**config.mk**
```make
export PLATFORM = sky130hd
export DESIGN_NAME = kf_frame_sched
export DESIGN_NICKNAME = d
export VERILOG_FILES = /design/src/rtl/kf_frame_sched_pkg.sv /design/src/rtl/kf_ch_state_bank.sv /design/src/rtl/kf_frame_sched.sv
export SDC_FILE = /design/constraint.sdc
export NUM_CORES = 1
export LEC_CHECK = 0
export ABC_AREA = 1
export CORE_MARGIN = 5
export CORE_UTILIZATION = 25
export DETAILED_ROUTE_END_ITERATION = 12
export GPL_TIMING_DRIVEN = 0
export PLACE_DENSITY_LB_ADDON = 0.2
export RECOVER_POWER = 100
export SYNTH_ARGS = -nofsm -noshare
export SYNTH_HDL_FRONTEND = slang
export SYNTH_SLANG_ARGS = --single-unit
```
**constraint.sdc**
```tcl
create_clock -name clk -period 1.72 [get_ports clk]
set_clock_uncertainty 0.05 [all_clocks]
set_input_delay 0.172 -clock clk [delete_from_list [all_inputs] [get_ports clk]]
set_output_delay 0.172 -clock clk [all_outputs]
set_load 0.005 [all_outputs]
```
**src/rtl/kf_frame_sched_pkg.sv**
```systemverilog
// kf_frame_sched_pkg: shared widths, frame timing constants and scheduler state encoding
package kf_frame_sched_pkg;
  localparam int FXP_N = 20;
  localparam int FXP_FRAC = 10;
  localparam int KF_FRAME_CYCLES = 36;
  localparam int KF_TIMEOUT_DEFAULT = KF_FRAME_CYCLES + 4;
  typedef enum logic [2:0] {
    S_IDLE  = 3'd0,
    S_LOAD  = 3'd1,
    S_START = 3'd2,
    S_WAIT  = 3'd3,
    S_OUT   = 3'd4
  } state_t;
endpackage

```
**src/rtl/kf_ch_state_bank.sv**
```systemverilog
// kf_ch_state_bank: per-channel 2-word posterior store, one comb read port, one write port, sync clear-all
module kf_ch_state_bank #(
  parameter int N = 20,
  parameter int CH = 4,
  parameter int CHW = 2
) (
  input  logic           clk,
  input  logic           rst,
  input  logic           clr,
  input  logic           we,
  input  logic [CHW-1:0] wch,
  input  logic [N-1:0]   wd00,
  input  logic [N-1:0]   wd10,
  input  logic [CHW-1:0] rch,
  output logic [N-1:0]   rd00,
  output logic [N-1:0]   rd10
);
  logic [N-1:0] x00_q [CH];
  logic [N-1:0] x10_q [CH];
  logic [N-1:0] x00_d [CH];
  logic [N-1:0] x10_d [CH];
  // clear beats write; only the addressed channel takes the write
  always_comb begin
    for (int c = 0; c < CH; c++) begin
      x00_d[c] = clr ? '0 : (we && wch == CHW'(c)) ? wd00 : x00_q[c];
      x10_d[c] = clr ? '0 : (we && wch == CHW'(c)) ? wd10 : x10_q[c];
    end
  end
  // channel state registers
  always_ff @(posedge clk) begin
    if (rst) begin
      x00_q <= '{default: '0};
      x10_q <= '{default: '0};
    end else begin
      x00_q <= x00_d;
      x10_q <= x10_d;
    end
  end
  assign rd00 = x00_q[rch];
  assign rd10 = x10_q[rch];
endmodule

```
**src/rtl/kf_frame_sched.sv**
```systemverilog
// kf_frame_sched: time-multiplexes one top_kf core across CH channels with posterior feedback; KF_SCHED_LATSTAT_EN adds latency stats
module kf_frame_sched
  import kf_frame_sched_pkg::*;
#(
  parameter int N = FXP_N,
  parameter int FRAC = FXP_FRAC,
  parameter int CH = 4,
  parameter int CHW = (CH > 1) ? $clog2(CH) : 1,
  parameter int TIMEOUT = KF_TIMEOUT_DEFAULT
) (
  input  logic           clk,
  input  logic           rst,
  input  logic           in_valid,
  output logic           in_ready,
  input  logic [CHW-1:0] in_ch,
  input  logic [N-1:0]   in_u00,
  input  logic [N-1:0]   in_z00,
  input  logic [N-1:0]   in_z10,
  input  logic           clr_all,
  output logic           core_start,
  output logic [N-1:0]   core_x00_prev,
  output logic [N-1:0]   core_x10_prev,
  output logic [N-1:0]   core_u00,
  output logic [N-1:0]   core_z00,
  output logic [N-1:0]   core_z10,
  input  logic           core_done,
  input  logic [N-1:0]   core_X00_post,
  input  logic [N-1:0]   core_X10_post,
  output logic           out_valid,
  input  logic           out_ready,
  output logic [CHW-1:0] out_ch,
  output logic [N-1:0]   out_x00,
  output logic [N-1:0]   out_x10,
  output logic           out_err,
  output logic           err_badch
`ifdef KF_SCHED_LATSTAT_EN
  ,
  output logic [7:0]     lat_last,
  output logic [7:0]     lat_max
`endif
);
  // FRAC only documents the Q format of the pass-through words
  if (FRAC > N) begin : g_frac_exceeds_width
  end
  state_t state_q, state_d;
  logic [CHW-1:0] ch_q, ch_d, och_q, och_d;
  logic [N-1:0] u_q, u_d, z0_q, z0_d, z1_q, z1_d;
  logic [N-1:0] px00_q, px00_d, px10_q, px10_d, cu_q, cu_d, cz0_q, cz0_d, cz1_q, cz1_d;
  logic [N-1:0] ox00_q, ox00_d, ox10_q, ox10_d;
  logic [7:0] cnt_q, cnt_d;
  logic ov_q, ov_d, oerr_q, oerr_d, badch_q, badch_d;
  logic clr, we;
  logic [N-1:0] rd00, rd10;
`ifdef KF_SCHED_LATSTAT_EN
  logic [7:0] lat_last_q, lat_last_d, lat_max_q, lat_max_d;
`endif
  kf_ch_state_bank #(.N(N), .CH(CH), .CHW(CHW)) u_bank (
    .clk(clk), .rst(rst), .clr(clr), .we(we), .wch(ch_q),
    .wd00(core_X00_post), .wd10(core_X10_post),
    .rch(ch_q), .rd00(rd00), .rd10(rd10)
  );
  // frame sequencing: accept, load prior, start core, wait for done or timeout, hold result
  always_comb begin
    state_d = state_q;
    ch_d = ch_q;
    u_d = u_q;
    z0_d = z0_q;
    z1_d = z1_q;
    px00_d = px00_q;
    px10_d = px10_q;
    cu_d = cu_q;
    cz0_d = cz0_q;
    cz1_d = cz1_q;
    cnt_d = cnt_q;
    ov_d = ov_q;
    och_d = och_q;
    ox00_d = ox00_q;
    ox10_d = ox10_q;
    oerr_d = oerr_q;
    badch_d = 1'b0;
    clr = 1'b0;
    we = 1'b0;
`ifdef KF_SCHED_LATSTAT_EN
    lat_last_d = lat_last_q;
    lat_max_d = lat_max_q;
`endif
    case (state_q)
      S_IDLE: begin
        clr = clr_all;
`ifdef KF_SCHED_LATSTAT_EN
        lat_last_d = clr_all ? '0 : lat_last_q;
        lat_max_d = clr_all ? '0 : lat_max_q;
`endif
        if (!clr_all && in_valid) begin
          if (32'(in_ch) >= CH) badch_d = 1'b1;
          else begin
            ch_d = in_ch;
            u_d = in_u00;
            z0_d = in_z00;
            z1_d = in_z10;
            state_d = S_LOAD;
          end
        end
      end
      S_LOAD: begin
        px00_d = rd00;
        px10_d = rd10;
        cu_d = u_q;
        cz0_d = z0_q;
        cz1_d = z1_q;
        state_d = S_START;
      end
      S_START: begin
        cnt_d = '0;
        state_d = S_WAIT;
      end
      S_WAIT: begin
        cnt_d = cnt_q + 8'd1;
        if (core_done) begin
          we = 1'b1;
          ox00_d = core_X00_post;
          ox10_d = core_X10_post;
          oerr_d = 1'b0;
          ov_d = 1'b1;
          och_d = ch_q;
          state_d = S_OUT;
`ifdef KF_SCHED_LATSTAT_EN
          lat_last_d = cnt_q + 8'd1;
          lat_max_d = (cnt_q + 8'd1 > lat_max_q) ? cnt_q + 8'd1 : lat_max_q;
`endif
        end else if (cnt_q == 8'(TIMEOUT - 1)) begin
          ox00_d = px00_q;
          ox10_d = px10_q;
          oerr_d = 1'b1;
          ov_d = 1'b1;
          och_d = ch_q;
          state_d = S_OUT;
        end
      end
      S_OUT: begin
        ov_d = out_ready ? 1'b0 : ov_q;
        state_d = out_ready ? S_IDLE : S_OUT;
      end
      default: state_d = S_IDLE;
    endcase
  end
  // scheduler registers
  always_ff @(posedge clk) begin
    if (rst) begin
      state_q <= S_IDLE;
      ch_q <= '0;
      u_q <= '0;
      z0_q <= '0;
      z1_q <= '0;
      px00_q <= '0;
      px10_q <= '0;
      cu_q <= '0;
      cz0_q <= '0;
      cz1_q <= '0;
      cnt_q <= '0;
      ov_q <= 1'b0;
      och_q <= '0;
      ox00_q <= '0;
      ox10_q <= '0;
      oerr_q <= 1'b0;
      badch_q <= 1'b0;
`ifdef KF_SCHED_LATSTAT_EN
      lat_last_q <= '0;
      lat_max_q <= '0;
`endif
    end else begin
      state_q <= state_d;
      ch_q <= ch_d;
      u_q <= u_d;
      z0_q <= z0_d;
      z1_q <= z1_d;
      px00_q <= px00_d;
      px10_q <= px10_d;
      cu_q <= cu_d;
      cz0_q <= cz0_d;
      cz1_q <= cz1_d;
      cnt_q <= cnt_d;
      ov_q <= ov_d;
      och_q <= och_d;
      ox00_q <= ox00_d;
      ox10_q <= ox10_d;
      oerr_q <= oerr_d;
      badch_q <= badch_d;
`ifdef KF_SCHED_LATSTAT_EN
      lat_last_q <= lat_last_d;
      lat_max_q <= lat_max_d;
`endif
    end
  end
  assign in_ready = state_q == S_IDLE;
  assign core_start = state_q == S_START;
  assign core_x00_prev = px00_q;
  assign core_x10_prev = px10_q;
  assign core_u00 = cu_q;
  assign core_z00 = cz0_q;
  assign core_z10 = cz1_q;
  assign out_valid = ov_q;
  assign out_ch = och_q;
  assign out_x00 = ox00_q;
  assign out_x10 = ox10_q;
  assign out_err = oerr_q;
  assign err_badch = badch_q;
`ifdef KF_SCHED_LATSTAT_EN
  assign lat_last = lat_last_q;
  assign lat_max = lat_max_q;
`endif
endmodule

```
==> run_results.csv, run 1 <==
group,metric,value,unit
synthesis,chip_area_from_the_yosys_synthesis_statistics,15000,sq um
synthesis,common_cells,"nor2_1, dfxtp_1, o21ai_0, nand2_1, clkbuf_1",
detailed_routing,post_drt_wl_per_cell,18.3,um
layout,logic_gates,1496,
synthesis,synth-adder-area-share,0.0834,%
pwr,power_top_consumer,"the clock network",
worst_setup_path,crit_end,"core_x10_prev[0]",
synthesis,synth-seq-area-share,50.3,%
clock_network,cts_repair_resize_count,114,
layout,antenna_cells_inserted,3,
layout,area.combinational,6560,sq um
pwr,power.leakage,7.95,nW
pwr,pwr-share-clk,44.8,%
clock_network,clock-sinks,377,
timing,unrepaired_setup_endpoints_after_global_routing,"true",
timing,max_freq,594,MHz
timing,setup_viol,0,
detailed_routing,initialDrtViolationCount,867,
timing,timing.final.crit_period,1680,ps
timing,final.hold.worst_slack,189,ps
placed_design,dp_hpwl,42800,um
global_route,grt_use_met3,3.09,%
global_route,first_pass_grt_wire_length,86100,um
synthesis,synthDistinctLibCells,30,
global_route,global_route.usage.total,17.2,%
layout,utilization,34.2,%
layout,seq_area_share,37.5,%
worst_setup_path,timing.critical_path.depth,1,
global_route,antenna_violations_before_repair,4,
outcome,outcome,"completed",
global_route,grt_util_met1,22.5,%
timing,hold_violations,0,
pwr,pwr.group.combinational,0.00255,W
synthesis,synth-warning-count,0,
layout,n_sequential_cell,377,
job,openroad.warnings,28,
pwr,power.total,0.0215,W
placed_design,detailedPlace.worstSlack,-490,ps
detailed_routing,postRouteWirelength,58100,um
placed_design,finalWeightedCongestion,0.826,
worst_setup_path,r2r-start,"state_q[2]$_SDFFE_PP0P_",
worst_setup_path,worst-endpoint-required,1500,ps
pwr,pwr-share-seq,43.3,%
worst_setup_path,critPathBufInv,1,
layout,layout.cells.most_common,"nor2_1",
pwr,power_frac_comb,11.9,%
synthesis,async_reset_ff_share,0,%
worst_setup_path,timing_worst_setup_path_type,"reg -> out",
layout,num-clock-buffers,62,
timing,tightest_slew,752,ps
pwr,internal_power,0.0159,W
detailed_routing,post-route-drc-count,0,
synthesis,synth.top_cells.by_area,"dfxtp_1, nor2_1, o21ai_0",
timing,fin_ws,37.7,ps
synthesis,yosys-mux-area-fraction,0,%
floorplan,tapCellCount,773,
layout,comb_area_share,32.3,%
pwr,netSwitchingFraction,26.1,%
detailed_routing,route.vias.total,14400,
min_path,min_from,"in_z10[12]",
global_route,top_usage_layer,"met2",
job,drv_cap,0,
worst_setup_path,slowest_cell_on_the_critical_path,"clkdlybuf4s50_1",
pwr,powerClk,0.00966,W
timing,setup_tns,0,ps
global_route,first_global_vias,14100,
worst_setup_path,crit_path_max_incr_delay,510,ps
synthesis,yosys_most_used_dff,"dfxtp_1",
floorplan,design.portCount,255,
clock_network,postCtsSetupBuffers,2,
layout,n_all_inverters,28,
global_route,grt_overflow,0,
synthesis,post_synth_ao_oa_area_fraction,15.1,%
synthesis,fp_nets,2162,
timing,max_slew_headroom,49.9,%
synthesis,post_synth_instance_area,15000,sq um
worst_setup_path,cp_data_arrival_time,1460,ps
floorplan,floorplan.die.height,255,um
layout,num-nets-final,2470,
clock_network,cts_tree,"built",
layout,layout-drive-gt1-share,11.1,%
min_path,min_path_cells,3,
worst_setup_path,critical-path-top-delay-family,"buffers and inverters",
synthesis,synth.cellmix.simpleShare,28.2,%
### Zoomed window, run 1

Region (179, 51) to (204, 76) um. Cells in gray, sequential cells in the stronger gray; small squares are vias.
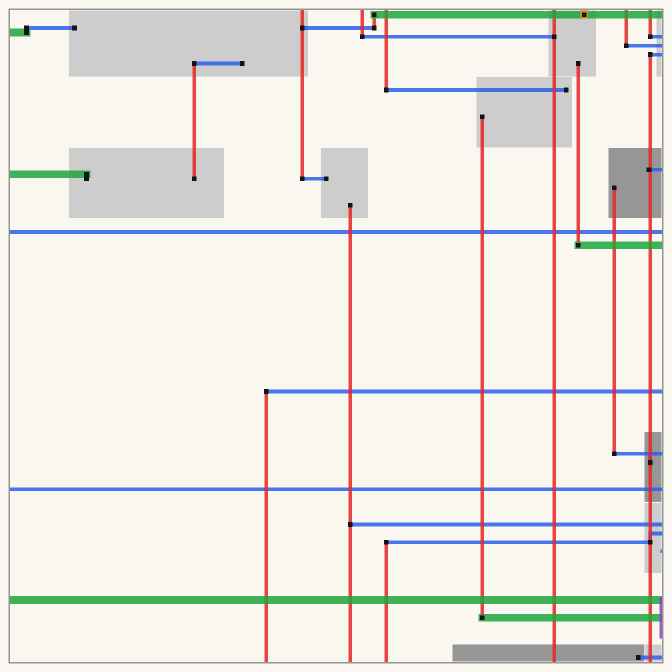
metal 4 -> orange
metal 5 -> purple
metal 2 -> red
metal 3 -> green
metal 1 -> blue
sequential cells in the window = 0
cells with their middle in the window = 5
most frequent = buf_2 (2)

### Routed metal, one color a layer, run 1

Two of the layers only.
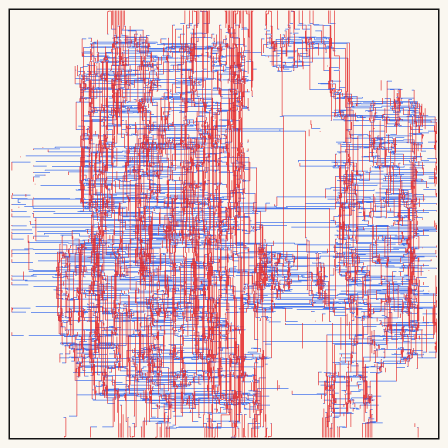
metal 1 -> blue  # wire length 26.0 mm
metal 2 -> red  # wire length 27.3 mm

### Signal wires on met4, run 1

Cells faint in the background.
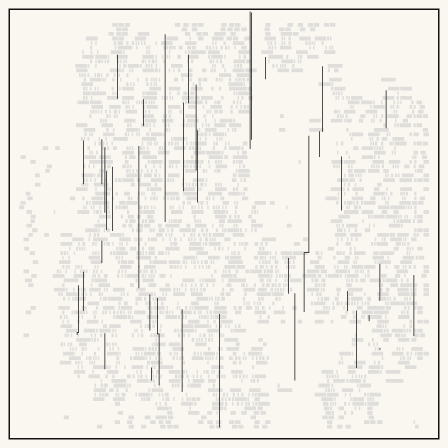
longest straight run = 112 um
nets with wire on the layer = 23
share of all routed wire = 2.5%

### Supply network, run 1

Scale bar: 100 um. Pins as bars on the die edge. Tap cells in gray.
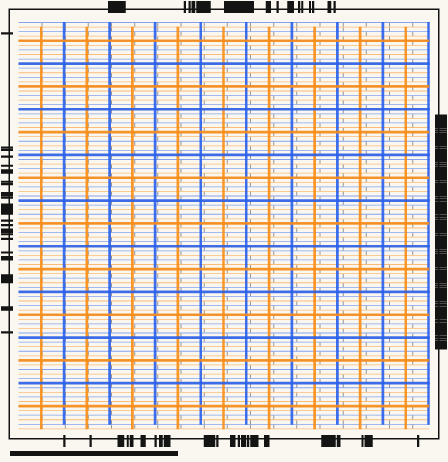

--- run 2 (diff from run 1) ---
--- a/config.mk
+++ b/config.mk
@@ -5,13 +5,13 @@
 export SDC_FILE = /design/constraint.sdc
 export NUM_CORES = 1
 export LEC_CHECK = 0
-export ABC_AREA = 1
 export CORE_MARGIN = 5
 export CORE_UTILIZATION = 25
 export DETAILED_ROUTE_END_ITERATION = 12
 export GPL_TIMING_DRIVEN = 0
-export PLACE_DENSITY_LB_ADDON = 0.2
+export PLACE_DENSITY = 0.46
 export RECOVER_POWER = 100
 export SYNTH_ARGS = -nofsm -noshare
 export SYNTH_HDL_FRONTEND = slang
+export SYNTH_HIERARCHICAL = 1
 export SYNTH_SLANG_ARGS = --single-unit
### Supply network, run 2

Scale bar: 100 um. Pins as bars on the die edge. Tap cells in gray.
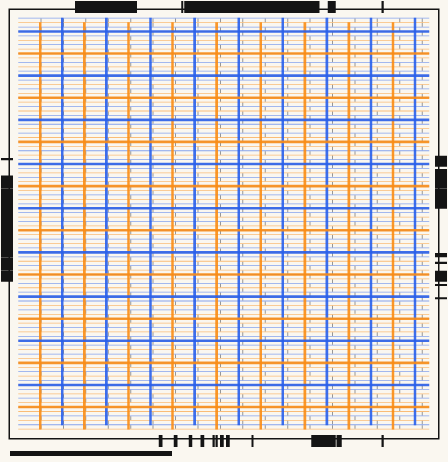
VSS -> orange
VDD -> blue
rows = 93
met4 straps = 18
met1 rails = 94
tap cells = 855
signal pins = 255

==> run 2 against run 1 <==
The run now ends with negative setup slack left. Sequential power is 4.2% lower. Global-route usage shrank 0.29 points. Fmax shrank 12%. Worst hold slack got worse by 87 ps. Die area up 6.7%. First-iteration DRC count down 25%. Sequential share of layout area fell by 4.7 points. Area after synthesis grew 7.0%. Largest cell class is now combinational gates.
==> run_results.csv, run 2 <==
group,metric,value,unit
layout,layout-drive-gt1-share,21.1,%
synthesis,synth-adder-area-share,0.0779,%
pwr,pwr-share-seq,42.6,%
placed_design,dp_hpwl,43000,um
timing,tightest_slew,1020,ps
placed_design,finalWeightedCongestion,0.787,
pwr,power.total,0.0210,W
floorplan,design.portCount,255,
global_route,first_pass_grt_wire_length,91100,um
synthesis,yosys-mux-area-fraction,18.2,%
outcome,violations,"negative setup slack",
worst_setup_path,crit_path_max_incr_delay,320,ps
timing,timing.final.crit_period,1920,ps
pwr,pwr-share-clk,45.5,%
global_route,grt_use_met3,2.51,%
clock_network,cts_tree,"built",
synthesis,synth-seq-area-share,47.0,%
floorplan,tapCellCount,855,
layout,layout.cells.most_common,"dfxtp_1",
worst_setup_path,cp_data_arrival_time,2350,ps
timing,max_freq,521,MHz
synthesis,common_cells,"dfxtp_1, nand2_1, a21oi_1, mux2i_1, or3b_1",
job,drv_cap,0,
global_route,first_global_vias,13900,
worst_setup_path,launching_element_of_the_worst_setup_path,"state_q[2]$_SDFFE_PP0P_",
worst_setup_path,r2r-start,"state_q[2]$_SDFFE_PP0P_",
clock_network,postCtsSetupBuffers,40,
synthesis,synthDistinctLibCells,41,
synthesis,synth-warning-count,6,
synthesis,synth.cellmix.simpleShare,20.6,%
timing,unrepaired_setup_endpoints_after_global_routing,"true",
floorplan,floorplan.die.height,263,um
pwr,powerClk,0.00957,W
synthesis,post_synth_instance_area,16100,sq um
detailed_routing,initialDrtViolationCount,653,
pwr,netSwitchingFraction,25.2,%
worst_setup_path,timing_worst_setup_path_type,"reg -> reg",
pwr,power_top_consumer,"the clock network",
synthesis,yosys_most_used_dff,"dfxtp_1",
global_route,antenna_violations_before_repair,3,
layout,area.combinational,8070,sq um
layout,num-nets-final,2098,
layout,n_sequential_cell,377,
layout,comb_area_share,34.9,%
worst_setup_path,slowest_cell_on_the_critical_path,"dfxtp_2",
layout,antenna_cells_inserted,2,
detailed_routing,postRouteWirelength,62100,um
detailed_routing,post-route-drc-count,0,
worst_setup_path,critical-path-top-delay-family,"simple AND/OR/NAND/NOR gates",
pwr,internal_power,0.0157,W
clock_network,cts_repair_resize_count,315,
timing,max_slew_headroom,31.8,%
timing,fin_ws,-198,ps
pwr,power_frac_comb,11.9,%
placed_design,detailedPlace.worstSlack,-864,ps
worst_setup_path,crit_end,"u_bank/x00_q[62]$_SDFFE_PP0P_",
job,openroad.warnings,29,
timing,setup_viol,264,
synthesis,post_synth_ao_oa_area_fraction,9.51,%
worst_setup_path,timing.critical_path.depth,9,
synthesis,chip_area_from_the_yosys_synthesis_statistics,16100,sq um
pwr,power.leakage,8.83,nW
layout,num-clock-buffers,68,
timing,hold_violations,0,
synthesis,async_reset_ff_share,0,%
min_path,min_from,"in_z10[3]",
worst_setup_path,worst-endpoint-required,2160,ps
layout,logic_gates,1088,
detailed_routing,route.vias.total,13500,
global_route,top_usage_layer,"met2",
timing,final.hold.worst_slack,102,ps
layout,n_all_inverters,1,
worst_setup_path,critPathBufInv,5,
synthesis,fp_nets,1729,
outcome,outcome,"finished with violations",
layout,seq_area_share,32.8,%
detailed_routing,dr.max_layer_used,"met4",
layout,finalNonFillerCells,2878,
### Routing congestion, run 2

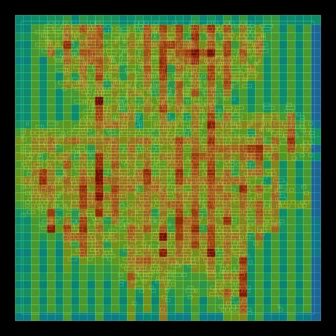
average wire length per cell after detail routing: 21.6 um
global routing met1 resource utilization: 22.4%
global-route usage over all layers: 16.9%
post-route core utilization: 36.2%

Power figures rest on the tool's default switching activity, not on a simulated workload.
